File: config.mk
export PLATFORM = sky130hd
export DESIGN_NAME = hazard_forwarding_unit
export DESIGN_NICKNAME = d
export VERILOG_FILES = /design/src/rtl/hazard_forwarding_unit.sv
export SDC_FILE = /design/constraint.sdc
export NUM_CORES = 1
export LEC_CHECK = 0
export CAP_MARGIN = 20
export CELL_PAD_IN_SITES_DETAIL_PLACEMENT = 1
export CELL_PAD_IN_SITES_GLOBAL_PLACEMENT = 1
export CORE_ASPECT_RATIO = 0.7
export CORE_UTILIZATION = 36
export DETAILED_ROUTE_END_ITERATION = 12
export PLACE_DENSITY = 0.88
export RECOVER_POWER = 100
export SETUP_SLACK_MARGIN = 0.5
export SYNTH_ARGS = -nofsm -noshare
export SYNTH_HDL_FRONTEND = slang
export SYNTH_SLANG_ARGS = --single-unit
File: constraint.sdc
create_clock -name clk -period 7.4 [get_ports clk]
set_clock_uncertainty 0.15 [all_clocks]
set_input_delay 2.22 -clock clk [delete_from_list [all_inputs] [get_ports clk]]
set_output_delay 2.22 -clock clk [all_outputs]
set_load 0.01 [all_outputs]
File: src/rtl/hazard_forwarding_unit.sv
// hazard_forwarding_unit
//   Drives the ID-stage mux selects for a 5-stage pipeline. These are the rs1/rs2
//   forwarding selects and the control-unit bubble select. It also drives the PC and
//   IF/ID load enables and the IF/ID flush.
//   Hazard detection uses a private shadow copy of the EX/MEM/WB destination info.
//   Every output is combinational from the current inputs and the shadow registers.
//   Optional feature: define HAZARD_PERF_CNT_EN to add the stall_cnt/flush_cnt
//   performance counters.
module hazard_forwarding_unit #(
    parameter int REG_AW = 5,
    parameter int CNT_W  = 32
) (
    input  logic              clk,
    input  logic              reset,
    input  logic [REG_AW-1:0] ID_rs1,
    input  logic [REG_AW-1:0] ID_rs2,
    input  logic              ID_use_rs1,
    input  logic              ID_use_rs2,
    input  logic [REG_AW-1:0] ID_rd,
    input  logic              ID_RF_Enable,
    input  logic              ID_Load_Instr,
    input  logic              EX_branch_taken,
    output logic [1:0]        fwd_rs1_sel,
    output logic [1:0]        fwd_rs2_sel,
    output logic              cu_mux_sel,
    output logic              PC_LE,
    output logic              IFID_LE,
    output logic              IFID_flush
`ifdef HAZARD_PERF_CNT_EN
    ,
    output logic [CNT_W-1:0]  stall_cnt,
    output logic [CNT_W-1:0]  flush_cnt
`endif
);

    // Forwarding select encodings
    localparam logic [1:0] SEL_RF  = 2'b00;
    localparam logic [1:0] SEL_EX  = 2'b01;
    localparam logic [1:0] SEL_MEM = 2'b10;
    localparam logic [1:0] SEL_WB  = 2'b11;

    // Pipeline control situation for the current cycle, derived from the shadow state
    typedef enum logic [1:0] {
        ST_RUN   = 2'b00,
        ST_STALL = 2'b01,
        ST_FLUSH = 2'b10
    } state_t;

    // A zero-width counter is meaningless, so reject it at elaboration.
    if (CNT_W < 1) begin : g_bad_cnt_w
        $error("hazard_forwarding_unit: CNT_W must be at least 1");
    end

    // A stage produces a value for this operand only if it writes a non-zero
    // register equal to the operand, and the ID instruction really reads that operand.
    function automatic logic f_match(input logic              rf_en,
                                     input logic [REG_AW-1:0] rd,
                                     input logic [REG_AW-1:0] rs,
                                     input logic              use_rs);
        return rf_en & (rd != {REG_AW{1'b0}}) & (rd == rs) & use_rs;
    endfunction

    // Select priority is EX > MEM > WB > RF. A load in EX cannot forward because its
    // data is not available yet, so that case falls through to the older stages.
    function automatic logic [1:0] f_fwd_sel(input logic ex_m, input logic ex_load,
                                             input logic mem_m, input logic wb_m);
        logic [1:0] sel;
        if (ex_m && !ex_load) begin
            sel = SEL_EX;
        end else if (mem_m) begin
            sel = SEL_MEM;
        end else if (wb_m) begin
            sel = SEL_WB;
        end else begin
            sel = SEL_RF;
        end
        return sel;
    endfunction

    // Shadow EX/MEM/WB stage registers
    logic [REG_AW-1:0] r_ex_rd,  r_mem_rd,  r_wb_rd;
    logic              r_ex_rf,  r_mem_rf,  r_wb_rf;
    logic              r_ex_ld,  r_mem_ld,  r_wb_ld;

    logic              w_ex_m1, w_ex_m2, w_mem_m1, w_mem_m2, w_wb_m1, w_wb_m2;
    logic              w_load_use;
    state_t            w_state;

    assign w_ex_m1    = f_match(r_ex_rf,  r_ex_rd,  ID_rs1, ID_use_rs1);
    assign w_ex_m2    = f_match(r_ex_rf,  r_ex_rd,  ID_rs2, ID_use_rs2);
    assign w_mem_m1   = f_match(r_mem_rf, r_mem_rd, ID_rs1, ID_use_rs1);
    assign w_mem_m2   = f_match(r_mem_rf, r_mem_rd, ID_rs2, ID_use_rs2);
    assign w_wb_m1    = f_match(r_wb_rf,  r_wb_rd,  ID_rs1, ID_use_rs1);
    assign w_wb_m2    = f_match(r_wb_rf,  r_wb_rd,  ID_rs2, ID_use_rs2);
    assign w_load_use = r_ex_ld & (w_ex_m1 | w_ex_m2);

    // Classify the cycle; a taken branch overrides a load-use stall
    always_comb begin
        w_state = ST_RUN;
        if (EX_branch_taken) begin
            w_state = ST_FLUSH;
        end else if (w_load_use) begin
            w_state = ST_STALL;
        end else begin
            w_state = ST_RUN;
        end
    end

    // Drive mux selects and enables; reset forces the bubble/flush pattern
    always_comb begin
        fwd_rs1_sel = SEL_RF;
        fwd_rs2_sel = SEL_RF;
        cu_mux_sel  = 1'b0;
        PC_LE       = 1'b1;
        IFID_LE     = 1'b1;
        IFID_flush  = 1'b0;
        if (reset) begin
            cu_mux_sel = 1'b1;
            IFID_flush = 1'b1;
        end else begin
            fwd_rs1_sel = f_fwd_sel(w_ex_m1, r_ex_ld, w_mem_m1, w_wb_m1);
            fwd_rs2_sel = f_fwd_sel(w_ex_m2, r_ex_ld, w_mem_m2, w_wb_m2);
            case (w_state)
                ST_RUN: begin
                    cu_mux_sel = 1'b0;
                end
                ST_STALL: begin
                    cu_mux_sel = 1'b1;
                    PC_LE      = 1'b0;
                    IFID_LE    = 1'b0;
                end
                ST_FLUSH: begin
                    cu_mux_sel = 1'b1;
                    IFID_flush = 1'b1;
                end
                default: begin
                    cu_mux_sel = 1'b1;
                    IFID_flush = 1'b1;
                end
            endcase
        end
    end

    // Advance the shadow pipeline; a bubble enters EX whenever the CU mux is zeroed
    always_ff @(posedge clk) begin
        if (reset) begin
            r_ex_rd  <= {REG_AW{1'b0}};
            r_ex_rf  <= 1'b0;
            r_ex_ld  <= 1'b0;
            r_mem_rd <= {REG_AW{1'b0}};
            r_mem_rf <= 1'b0;
            r_mem_ld <= 1'b0;
            r_wb_rd  <= {REG_AW{1'b0}};
            r_wb_rf  <= 1'b0;
            r_wb_ld  <= 1'b0;
        end else begin
            if (cu_mux_sel) begin
                r_ex_rd <= {REG_AW{1'b0}};
                r_ex_rf <= 1'b0;
                r_ex_ld <= 1'b0;
            end else begin
                r_ex_rd <= ID_rd;
                r_ex_rf <= ID_RF_Enable;
                r_ex_ld <= ID_Load_Instr;
            end
            r_mem_rd <= r_ex_rd;
            r_mem_rf <= r_ex_rf;
            r_mem_ld <= r_ex_ld;
            r_wb_rd  <= r_mem_rd;
            r_wb_rf  <= r_mem_rf;
            r_wb_ld  <= r_mem_ld;
        end
    end

`ifdef HAZARD_PERF_CNT_EN
    logic [CNT_W-1:0] r_stall_cnt;
    logic [CNT_W-1:0] r_flush_cnt;

    // Count stall and flush cycles; both counters wrap naturally
    always_ff @(posedge clk) begin
        if (reset) begin
            r_stall_cnt <= {CNT_W{1'b0}};
            r_flush_cnt <= {CNT_W{1'b0}};
        end else begin
            if (w_state == ST_STALL) begin
                r_stall_cnt <= r_stall_cnt + {{(CNT_W-1){1'b0}}, 1'b1};
            end else begin
                r_stall_cnt <= r_stall_cnt;
            end
            if (w_state == ST_FLUSH) begin
                r_flush_cnt <= r_flush_cnt + {{(CNT_W-1){1'b0}}, 1'b1};
            end else begin
                r_flush_cnt <= r_flush_cnt;
            end
        end
    end

    assign stall_cnt = r_stall_cnt;
    assign flush_cnt = r_flush_cnt;
`endif

endmodule

wires.png
Only two layers are drawn.
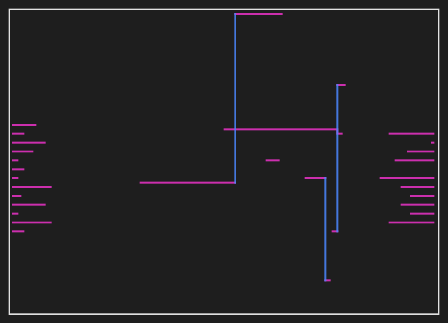
Key: metal 3 = magenta [wire length 131 um]; metal 4 = blue [wire length 63.9 um]

clocks.png
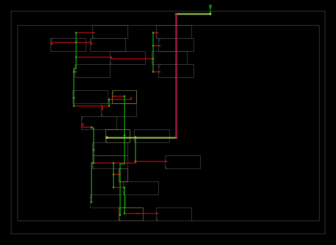
clk pwr: 68.5 uW
latest clock arrival within the worst-skew pair: 0.25 ns
flip-flops: 19
Num CTS Buffers: 3

## critical path, cell delays in order
cell	delay (ns)
dlygate4sd3_1	0.64
xnor2_1	0.14
nand4_1	0.10
nor3_1	0.25
o21a_1	0.36
nand2_1	0.11
dlygate4sd3_1	0.65
## sequential cells by signal, indices dropped and copies added (netlist names)
signal / count
r_ex_rd: 5
r_mem_rf: 1
r_mem_rd: 5
r_ex_rf: 1
r_ex_ld: 1
r_wb_rf: 1
r_wb_rd: 5
## per-layer routing
metal,global-route usage [%],vias to the layer above
met2,37.5,33
met5,0,-
met3,3.96,6
met1,24.4,407
li1,-,447
met4,12.6,0
## power breakdown
group	switching (uW)	internal [uW]
Clock	31.2	37.3
Sequential	3.84	105
Combinational	15.1	21.6
==> flow_summary.toml <==
# physical design summary
[floorplanning]
ios = 30
die.size.y_um = 46.5
die-width_um = 65.6
core_region_area_mm2 = 0.00257
rows = 15
tap_cells = 34

[final_layout]
drive_gt1_share_pct = 4.05
nonClockBufferCount = 30
nonClkBufAreaFrac_pct = 21.3
clockNetworkAreaShare_pct = 3.36
fin_cells = 182
combGateArea_um2 = 608
seq_area_um2 = 380
n_all_inverters = 2
num_antenna_cells = 0
sh_seq_area_pct = 27.6
fin_util_pct = 53.6
area_dominant_class = "multi-input combinational cells"
multiInputCombCellCount = 93
final_nets = 171
comb-cell-share_pct = 44.1

[worst_hold_path]
hp-start = "r_mem_rf"
min_to = "r_wb_rf"

[yosys]
xor_share_pct = 25.8
synthAdderAreaFrac_pct = 0
mux_area_share_pct = 0
simple_gate_share_pct = 29.1
synthFlopType = "dfxtp_1"
synth_flops = 19
yosysTopAreaCell = "dfxtp_1"
area_leaders = "dfxtp_1 37%, xnor2_1 26%, nor2b_1 8.0%"
syn_avg_cell_area_um2 = 8.70
ys_cells = 117
synth_seq_share_pct = 37.3
ys_warn_count = 0
topCombFamilyByArea = "simple AND/OR/NAND/NOR gates"
synth.most_common_cell = "xnor2_1"
synth.top_cell.area_share_pct = 37.3
edf_count = 0

[global_routing]
overflow = 0
grt_usage_pct = 21.2
grt_pass1_wl_um = 4550
antenna_found_initial = 0

[cts]
cts_buffer_depth = 2
cts-resized-gates = 0
htreeDepth = 1
cts_root_buf = "clkbuf_8"
cts.sink_count = 19
clk_transition_reported_paths_ns = 0.06
cts_tree = "built"
post_cts_buffers = 0

[final_timing]
timing.final.max_slew_violations = 0
hold_ws_ns = 0.325
hold_viol_final = 0
setup_violations = 0
finalCritPeriodShare_pct = 92.6
finalWorstSetupSlack_ns = 0.544
clock.fmax_ghz = 0.146
tightest_slew_ns = 0.712

[routing]
first_pass_iters = 4
drt_iter0_markers = 10
wl_um = 2790
postRouteAntennaNets = 0
met2_length_um = 1350
wl_met3_um = 131
drc = 0

[run_status]
status = "completed"

[power_and_ir_drop]
power.leakage_uw = 0.000481
p_per_area_mw_per_mm2 = 155
ir_worst_vdd_mv = 0.0774
total_power_uw = 214

[worst_setup_path]
ff2ff_path_depth = 5
required_ns = 5.03
arrival_ns = 4.49
startpoint_type = "primary input"
critical_path.endpoint = "IFID_LE"
end_kind = "output port"
reg2reg_to = "r_ex_rd[0]"
reg2reg_slack_ns = 5.55

[placement]
dp_slack_ns = 0.670
dp.cells = 178
hpwlAfterDp_um = 2330
port_buffers = 29
No activity file was given, so power comes from the tool's default toggle rates.
